==> config.mk <==
export PLATFORM = sky130hd
export DESIGN_NAME = layer_stream_sequencer_flat
export DESIGN_NICKNAME = d
export VERILOG_FILES = /design/src/rtl/layer_stream_sequencer_if.sv /design/src/rtl/layer_stream_sequencer.sv /design/src/flat_wrapper.sv
export SDC_FILE = /design/constraint.sdc
export NUM_CORES = 1
export LEC_CHECK = 0
export CAP_MARGIN = 10
export CELL_PAD_IN_SITES_DETAIL_PLACEMENT = 1
export CELL_PAD_IN_SITES_GLOBAL_PLACEMENT = 2
export CORE_AREA = 2 2 164 166
export DETAILED_ROUTE_END_ITERATION = 6
export DIE_AREA = 0 0 166 168
export HOLD_SLACK_MARGIN = 0.12
export PLACE_DENSITY_LB_ADDON = 0.1
export RECOVER_POWER = 50
export SLEW_MARGIN = 20
export SYNTH_ARGS = -nofsm -noshare
export SYNTH_HDL_FRONTEND = slang
export SYNTH_SLANG_ARGS = --single-unit
==> constraint.sdc <==
create_clock -name clk -period 1.56 [get_ports clk]
set_input_delay 0.312 -clock clk [delete_from_list [all_inputs] [get_ports clk]]
set_output_delay 0.312 -clock clk [all_outputs]
set_load 0.005 [all_outputs]
==> images/final_clocks.png <==
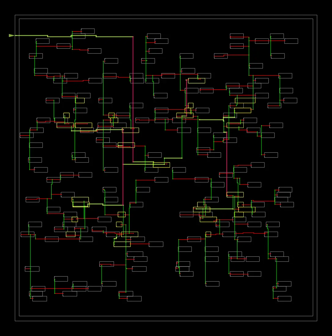
total of clock buffers placed in the layout: 20
total CTS buffers: 17
num sequential: 168
Clock Sinks: 168

==> images/met3.png <==
(2 px per um)
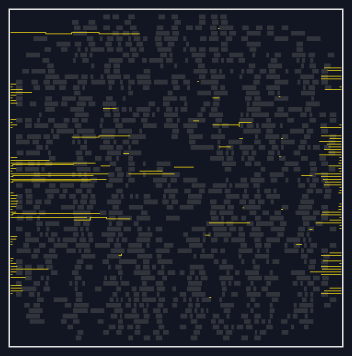
share of all routed wire: 4.0%
wire length on this layer: 1050 um
longest straight run: 48.5 um
nets with wire on the layer: 109
total routed wirelength: 26090 um
met3 capacity usage during global routing: 4.607%

==> images/drive_strength.png <==
(1.5 px per um)
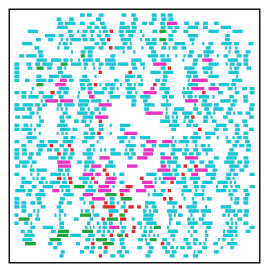
| color | size | cells |
|---|---|---|
| cyan | drive 1 or less | 843 |
| red | drive 3 to 4 | 52 |
| magenta | drive 6 and up | 51 |
| green | drive 2 | 23 |
layout overhead on the synthesized area: 40.50%
worst setup margin: 0.06710 ns
count of plain and timing-repair buffers in the layout: 255

==> run notes <==
run results: run status finished, final reports clean, cell with the largest stage delay on the worst path sky130_fd_sc_hd__dfxtp_4, ANT nets after route 0, fraction of synthesized cell area in xor and xnor cells 0%, largest fanout of any net on the critical path 15, standard-cell row count around 60, list of most frequent post-synthesis cells sky130_fd_sc_hd__dfxtp_1, sky130_fd_sc_hd__mux2i_1, sky130_fd_sc_hd__o211a_1, sky130_fd_sc_hd__o21ai_1, sky130_fd_sc_hd__clkbuf_1, flip-flop count of the largest register, all copies and words added around 140, clk_skew 0.01383 ns, number of cells traversed by the worst register-to-register path 6, most frequently placed logic cell in the final layout sky130_fd_sc_hd__clkdlybuf4s50_1, Crit. End Element flip-flop, number of remaining DRC errors 0, clock insertion delay at the later pin of the skew report between 0.4 and 0.5 ns, overall power of the completed layout about 12 mW, Inserted Diodes 0, largest net degree at the start of global routing between 60 and 70, remaining global-route overflow 0, htree depth 4, Die X-Extent approximately 170 um, TritonCTS clock tree yes, I/O pin count between 150 and 200, critical path buffer and inverter count 3, average vias per placed instance between 5 and 6, area of the mapped netlist ~8000 sq um, Clk network pwr share 37.4%, number of OpenROAD warnings 27, yosys cell count roughly 770, total leakage power about 5.5 nW, setup slack of the worst register-to-register path between 0.06 and 0.07 ns, detailed-router iteration count before antenna repair 6, post-synthesis adder-cell area fraction 0.3127%, total clock network power roughly 4.3 mW, Routed wire per std cell approximately 20 um, Worst Tran Pin Value about 0.34 ns, most common flop cell mapped by yosys sky130_fd_sc_hd__dfxtp_1, arrival time of the worst setup path between 1.5 and 2 ns, floorplan utilization 30.37%, area share of and-or/or-and cells after synthesis 29.40%, largest delay contributor family on the critical path buffers and inverters, total count of max-transition violations in the final report 0, library cells used by synthesis 28, combinational fraction of design power about a fifth, setup_tns 0 ns, Synth async-reset ratio 0%, Top power group registers, instance area at placement roughly 10000 sq um, core region area about 26000 sq um, Power Internal between 8 and 9 mW, sw frac a little over a quarter, number of buffers on the longest clock path 2, unrepaired setup endpoints after global routing no, Worst Path Required approximately 1.9 ns, Synth mux share 18.28%, most area-consuming cells after synthesis sky130_fd_sc_hd__dfxtp_1, sky130_fd_sc_hd__mux2i_1, sky130_fd_sc_hd__o211a_1, power share of the sequential group a little over two fifths, hold buffer count at CTS 0, post-layout util a little over two fifths, most common cell type on the critical path sky130_fd_sc_hd__buf_12, Port Buf Inserts 189, vias post-DR ~6700, top logic cells by instance count in the layout sky130_fd_sc_hd__clkdlybuf4s50_1, sky130_fd_sc_hd__dfxtp_1, sky130_fd_sc_hd__o211a_1, Die ar. roughly 28000 sq um, register area share after synthesis 42.03%, number of antenna violations at the first check in global routing 1, final critical path time including I/O delays and setup 1.493 ns, summed area of non-filler cells in the final layout roughly 11000 sq um, synthesis area per yosys 8001 sq um, Root Driver sky130_fd_sc_hd__clkbuf_16, Mapped Nets ~940, share of layout cells above drive strength 1 roughly an eighth, die extent in y 168 um, total net switching power ~3.2 mW, power of the sequential group roughly 4.9 mW, Critical Path Stages 6, total count of hold-check failures in the final report 0, most repeated cell in the gate-level netlist after synthesis sky130_fd_sc_hd__dfxtp_1, Syn Area/Cell between 10 and 15 sq um, ratio of total power to cell area approximately 1000 nW/um^2, count of flip-flops with a built-in enable after synthesis 0, clock transition at the registers of the reported paths ~0.07 ns, yosys synthesis warning count 0, type of the worst setup path reg2reg, RePlAce Congestion ~0.83, worst ir drop on vdd 0.0006448 V, worst hold margin ~0.3 ns, maximum cell stage delay along the critical path around 0.37 ns, Mapped Cells between 700 and 800, layout filler cell count approximately 2900, via count of the first global-routing pass roughly 7500, Setup crit start kind flip-flop, part of the cycle the worst path needs 95.70%, # nets final approximately 1100, Registers, synthesis around 170, cell type contributing the most total cell area after synthesis sky130_fd_sc_hd__dfxtp_1, total global routing track utilization a little under a fifth, sequence of cells on the critical path buf_12 > buf_12 > buf_4 > mux2i_1 > o21ai_1 > o211a_1, Final setup violation count 0, Final Instance Count excl. Fillers between 1000 and 1500, Post-DP HPWL roughly 19000 um, area share of and/or/nand/nor cells after synthesis about 3.4%, top-area cell type share of the netlist area 42.03%, worst rel slew slack 76.76%
what timing repair did:
item                       in CTS  in global routing
resized                        43                  6
setup endpoints to repair      27                 57
pin swaps                       1                  0
buffers inserted                8                  7
gates cloned                    1                  0
per-layer routing:
layer / GRT usage, % / vias to the layer above / share of wire, %
li1: - / 3288 / -
met3: 4.607 / 22 / 4.0
met4: 4.650 / 2 / 1.3
met5: 0 / - / 0.050
met1: 23.03 / 3287 / 45
met2: 33.14 / 136 / 49
cell type report:
type / count / area [sq um] / share of cell area (%)
multi-input combinational: 511 / 4156 / 36.97
inverter: 3 / 11.26 / 0.1002
sequential: 168 / 3383 / 30.09
clock inverter: 12 / 131.4 / 1.169
clock buffer: 20 / 466.7 / 4.151
tap: 341 / 426.7 / 3.795
timing repair buffer: 255 / 2666 / 23.72
Power figures rest on the tool's default switching activity, not on a simulated workload.
